==> images/m1.png <==
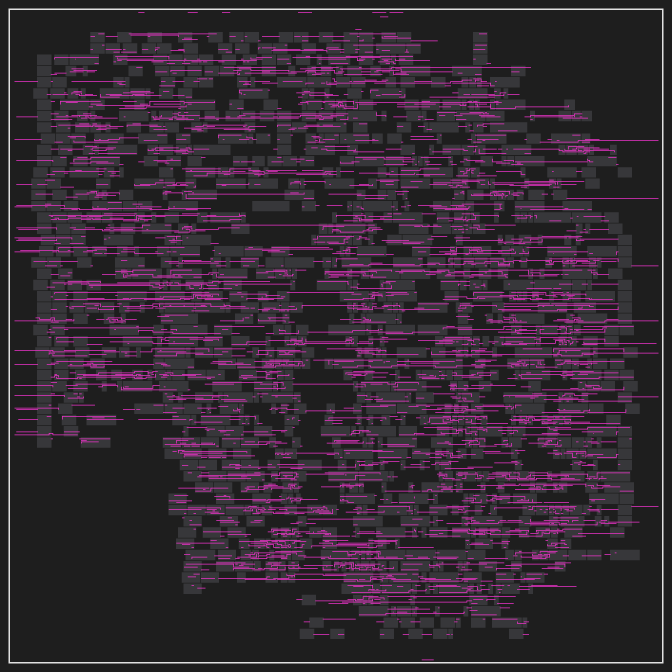
==> images/m2.png <==
Scale bar: 50 um.
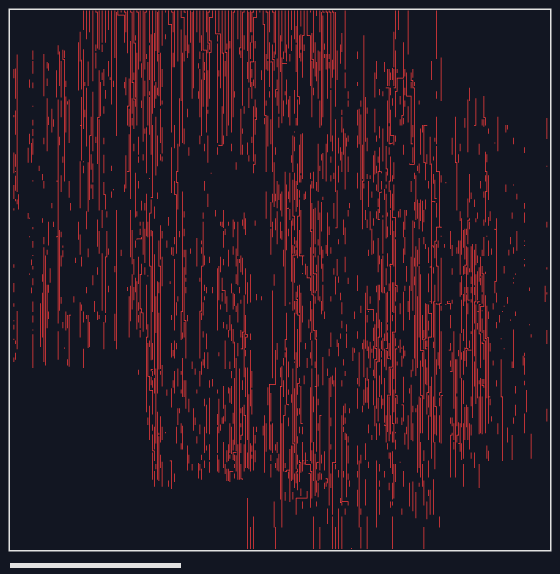
==> images/m3.png <==
Scale bar: 50 um.
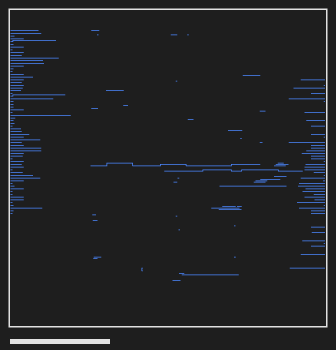
### config.mk
export PLATFORM = sky130hd
export DESIGN_NAME = pixel_write_arbiter
export DESIGN_NICKNAME = d
export VERILOG_FILES = /design/src/rtl/julia_pkg.sv /design/src/rtl/addr_calculator.sv /design/src/rtl/pixel_write_arbiter.sv
export SDC_FILE = /design/constraint.sdc
export NUM_CORES = 1
export LEC_CHECK = 0
export CAP_MARGIN = 15
export CORE_MARGIN = 5
export CORE_UTILIZATION = 40
export CTS_CLUSTER_SIZE = 16
export DETAILED_ROUTE_END_ITERATION = 10
export GPL_TIMING_DRIVEN = 1
export PLACE_DENSITY = 0.67
export SLEW_MARGIN = 20
export SYNTH_ARGS = -nofsm -noshare
export SYNTH_HDL_FRONTEND = slang
export SYNTH_SLANG_ARGS = --single-unit
### constraint.sdc
create_clock -name clk -period 12.45 [get_ports clk]
set_input_delay 2.49 -clock clk [delete_from_list [all_inputs] [get_ports clk]]
set_output_delay 2.49 -clock clk [all_outputs]
set_load 0.1 [all_outputs]
### src/rtl/julia_pkg.sv
`default_nettype none
// ============================================================================
// Module   : julia_pkg
// Purpose  : Shared types and constants for the pixel write path.
//            - arb_state_t  : arbiter state encoding (IDLE / CALC / WRITE)
//            - FRAME_STRIDE : pixels per frame-buffer row
// Revision : 1.0 - initial release
// ============================================================================
package julia_pkg;

    localparam logic [31:0] FRAME_STRIDE = 32'd641;

    typedef enum logic [1:0] {
        IDLE  = 2'd0,
        CALC  = 2'd1,
        WRITE = 2'd2
    } arb_state_t;

endpackage
`default_nettype wire

### src/rtl/addr_calculator.sv
`default_nettype none
// ============================================================================
// Module   : addr_calculator
// Purpose  : Combinational frame-buffer address for one pixel:
//            ((y*FRAME_STRIDE + x) * pixel_size + base_offset) mod 2^32
// Ports    : i_x, i_y        - pixel coordinates (not range-checked)
//            i_pixel_size    - bytes per pixel
//            i_base_offset   - frame-buffer base address
//            o_address       - resulting byte address
// Revision : 1.0 - initial release
// ============================================================================
module addr_calculator
    import julia_pkg::*;
#(
    parameter int PIXELBITS = 4
) (
    input  logic [9:0]           i_x,
    input  logic [9:0]           i_y,
    input  logic [PIXELBITS-1:0] i_pixel_size,
    input  logic [31:0]          i_base_offset,
    output logic [31:0]          o_address
);

    logic [31:0] w_linear;
    logic [31:0] w_size;

    // x beyond the row width is not clipped: it simply aliases into the
    // following row through the linear index.
    assign w_linear  = ({22'd0, i_y} * FRAME_STRIDE) + {22'd0, i_x};
    assign w_size    = {{(32-PIXELBITS){1'b0}}, i_pixel_size};
    assign o_address = (w_linear * w_size) + i_base_offset;

endmodule
`default_nettype wire

### src/rtl/pixel_write_arbiter.sv
`default_nettype none
// ============================================================================
// Module   : pixel_write_arbiter
// Purpose  : Round-robin arbiter that accepts pixels from NREQ requesters,
//            computes their frame-buffer address and issues one Avalon-MM
//            write per pixel.  Service is grant -> calc -> write (3 cycles
//            minimum per pixel).
// Ports    : clk, reset            - clock, synchronous active-high reset
//            req_valid/x/y/color   - per-requester pixel (packed vectors)
//            req_ready             - one-hot accept strobe (grant cycle only)
//            pixel_size            - bytes per pixel (sampled in CALC)
//            base_offset           - frame-buffer base (sampled in CALC)
//            avm_*                 - Avalon-MM write master
//            pixels_written        - completed-write counter (optional)
// Options  : define PIXEL_WRITE_COUNT_EN to add the pixels_written counter.
// Revision : 1.0 - initial release
// ============================================================================
module pixel_write_arbiter
    import julia_pkg::*;
#(
    parameter int NREQ      = 2,
    parameter int PIXELBITS = 4
) (
    input  logic                 clk,
    input  logic                 reset,
    input  logic [NREQ-1:0]      req_valid,
    input  logic [NREQ*10-1:0]   req_x,
    input  logic [NREQ*10-1:0]   req_y,
    input  logic [NREQ*32-1:0]   req_color,
    output logic [NREQ-1:0]      req_ready,
    input  logic [PIXELBITS-1:0] pixel_size,
    input  logic [31:0]          base_offset,
    output logic [31:0]          avm_address,
    output logic                 avm_write,
    output logic [31:0]          avm_writedata,
    input  logic                 avm_waitrequest
`ifdef PIXEL_WRITE_COUNT_EN
    ,
    output logic [31:0]          pixels_written
`endif
);

    localparam int PTRW = (NREQ > 1) ? $clog2(NREQ) : 1;

    arb_state_t       r_state;
    logic [PTRW-1:0]  r_ptr;          // first index to consider next time
    logic [9:0]       r_x;
    logic [9:0]       r_y;
    logic [31:0]      r_address;
    logic [31:0]      r_wdata;
    logic             r_write;

    logic [9:0]       w_x     [NREQ];
    logic [9:0]       w_y     [NREQ];
    logic [31:0]      w_color [NREQ];
    logic             w_grant_found;
    logic [PTRW-1:0]  w_grant_idx;
    logic [PTRW-1:0]  w_cand;
    logic [NREQ-1:0]  w_ready;
    logic [31:0]      w_address;

    // Unpack the flat requester buses for clean indexed selection.
    genvar gi;
    generate
        for (gi = 0; gi < NREQ; gi++) begin : g_unpack
            assign w_x[gi]     = req_x[gi*10 +: 10];
            assign w_y[gi]     = req_y[gi*10 +: 10];
            assign w_color[gi] = req_color[gi*32 +: 32];
        end
    endgenerate

    // Round-robin search starting at r_ptr.  Scanning from the farthest
    // candidate back to the nearest lets the nearest valid one win.
    always_comb begin
        w_grant_found = 1'b0;
        w_grant_idx   = '0;
        w_cand        = '0;
        for (int k = NREQ - 1; k >= 0; k--) begin
            w_cand = PTRW'((int'(r_ptr) + k) % NREQ);
            if (req_valid[w_cand]) begin
                w_grant_found = 1'b1;
                w_grant_idx   = w_cand;
            end
        end
    end

    // The accept strobe is a same-cycle handshake with req_valid so a
    // requester that drops valid before this cycle is never served.
    always_comb begin
        w_ready = '0;
        if (!reset && (r_state == IDLE) && w_grant_found) begin
            w_ready[w_grant_idx] = 1'b1;
        end
    end

    addr_calculator #(
        .PIXELBITS     (PIXELBITS)
    ) u_addr_calculator (
        .i_x           (r_x),
        .i_y           (r_y),
        .i_pixel_size  (pixel_size),
        .i_base_offset (base_offset),
        .o_address     (w_address)
    );

    always_ff @(posedge clk) begin
        if (reset) begin
            r_state   <= IDLE;
            r_ptr     <= '0;
            r_x       <= '0;
            r_y       <= '0;
            r_address <= '0;
            r_wdata   <= '0;
            r_write   <= 1'b0;
        end else begin
            case (r_state)
                IDLE: begin
                    if (w_grant_found) begin
                        r_x     <= w_x[w_grant_idx];
                        r_y     <= w_y[w_grant_idx];
                        r_wdata <= w_color[w_grant_idx];
                        if (w_grant_idx == PTRW'(NREQ - 1)) begin
                            r_ptr <= '0;
                        end else begin
                            r_ptr <= w_grant_idx + 1'b1;
                        end
                        r_state <= CALC;
                    end
                end
                CALC: begin
                    r_address <= w_address;
                    r_write   <= 1'b1;
                    r_state   <= WRITE;
                end
                WRITE: begin
                    // Address and data are untouched here, so they stay
                    // stable for as long as the slave stalls.
                    if (!avm_waitrequest) begin
                        r_write <= 1'b0;
                        r_state <= IDLE;
                    end
                end
                default: begin
                    r_write <= 1'b0;
                    r_state <= IDLE;
                end
            endcase
        end
    end

`ifdef PIXEL_WRITE_COUNT_EN
    logic [31:0] r_pixels_written;

    always_ff @(posedge clk) begin
        if (reset) begin
            r_pixels_written <= '0;
        end else if ((r_state == WRITE) && !avm_waitrequest) begin
            r_pixels_written <= r_pixels_written + 32'd1;
        end
    end

    assign pixels_written = r_pixels_written;
`endif

    assign req_ready     = w_ready;
    assign avm_address   = r_address;
    assign avm_write     = r_write;
    assign avm_writedata = r_wdata;

endmodule
`default_nettype wire

==> CHANGELOG.md <==
### Metrics

* Most Frequent Cell on Critical Path: clkdlybuf4s50_1
* Ys flop type: dfxtp_1
* Number of sequential cells at 88
* DR vias/cell at around 5
* Clock buf count at 9
* Kind of critical path: input port to output port
* Post-DP HPWL at roughly 19000 um
* Gr usage total at 0.177
* Logic area at 0.00642 mm^2
* Synthesis-stage register bit count at 88
* Hold Crit Class: register to register
* Number of nets at floorplan at 1310
* Area grow syn2layout at 30.1%
* Fillers at 2112
* Tot Pwr at ~0.0028 W
* CTS tree: done
* Share of layout cells above drive strength 1 at 0.0450
* Slew @ Worst Pin at 1.05 ns
* Power Combinational at 0.00215 W
* Post-synth top cells: ha_1, inv_1, nor2_1
* Status: completed
* Crit path max fanout at about 110
* Worst setup EP type: output port
* Worst path max stage delay at 1.14 ns
* Dominant cell type by area after synthesis: dfxtp_1
* Inverter count at 98
* Clk. pwr at 0.000267 W
* DRC at 0
* Floorplan core density at 0.403
* Vias in the first global route at 7496
* GR Util met3 at 0.0360
* Final min period at between 7 and 8 ns
* Clk_lat worst skew at between 0.3 and 0.4 ns
* Static Leak at approximately 5.3 nW
* I/O pin count at 212
* Final setup violation count at 0
* Number of logged tool warnings at 30
* RSZ-0062 raised after global routing: no
* Clock buf/inv share at 0.0259
* Synth mux share at 0.0609
* Period utilization at 0.628
* Ys Warns at 0
* 1st-iter DRT viols at around 200
About m1.png:
- longest straight run: 37.3 um
- nets with wire on the layer: 1349
- share of all routed wire: 44%

About m2.png:
- share of all routed wire: 49%
- nets with wire on the layer: 1208
- wire length on this layer: 10800 um

About m3.png:
- share of all routed wire: 5.4%
- longest straight run: 33.1 um

==> final timing paths <==
| kind | from | to | cells after the start | slack, ns |
|---|---|---|---|---|
| setup reg to reg | r_y[8] | avm_address[27] | 27 | 5.37 |
| setup / recovery | req_valid[1] | req_ready[0] | 4 | 4.63 |
| hold / removal | avm_address[29] | avm_address[29] | 2 | 0.45 |
| hold reg to reg | avm_address[29] | avm_address[29] | 2 | 0.45 |
==> through the flow <==
stage / cells / util
after floorplan: 991 / -
after global placement: 1443 / 0.510
after detailed placement: 1443 / 0.510
after CTS: 1459 / 0.524
after global routing: 1459 / 0.524
final: 1459 / 0.524
==> layer usage <==
layer	wire, um	up-vias
met4	349	0
met2	10800	179
met5	0	-
li1	-	3794
met1	9640	3366
met3	1190	27
Power figures rest on the tool's default switching activity, not on a simulated workload.
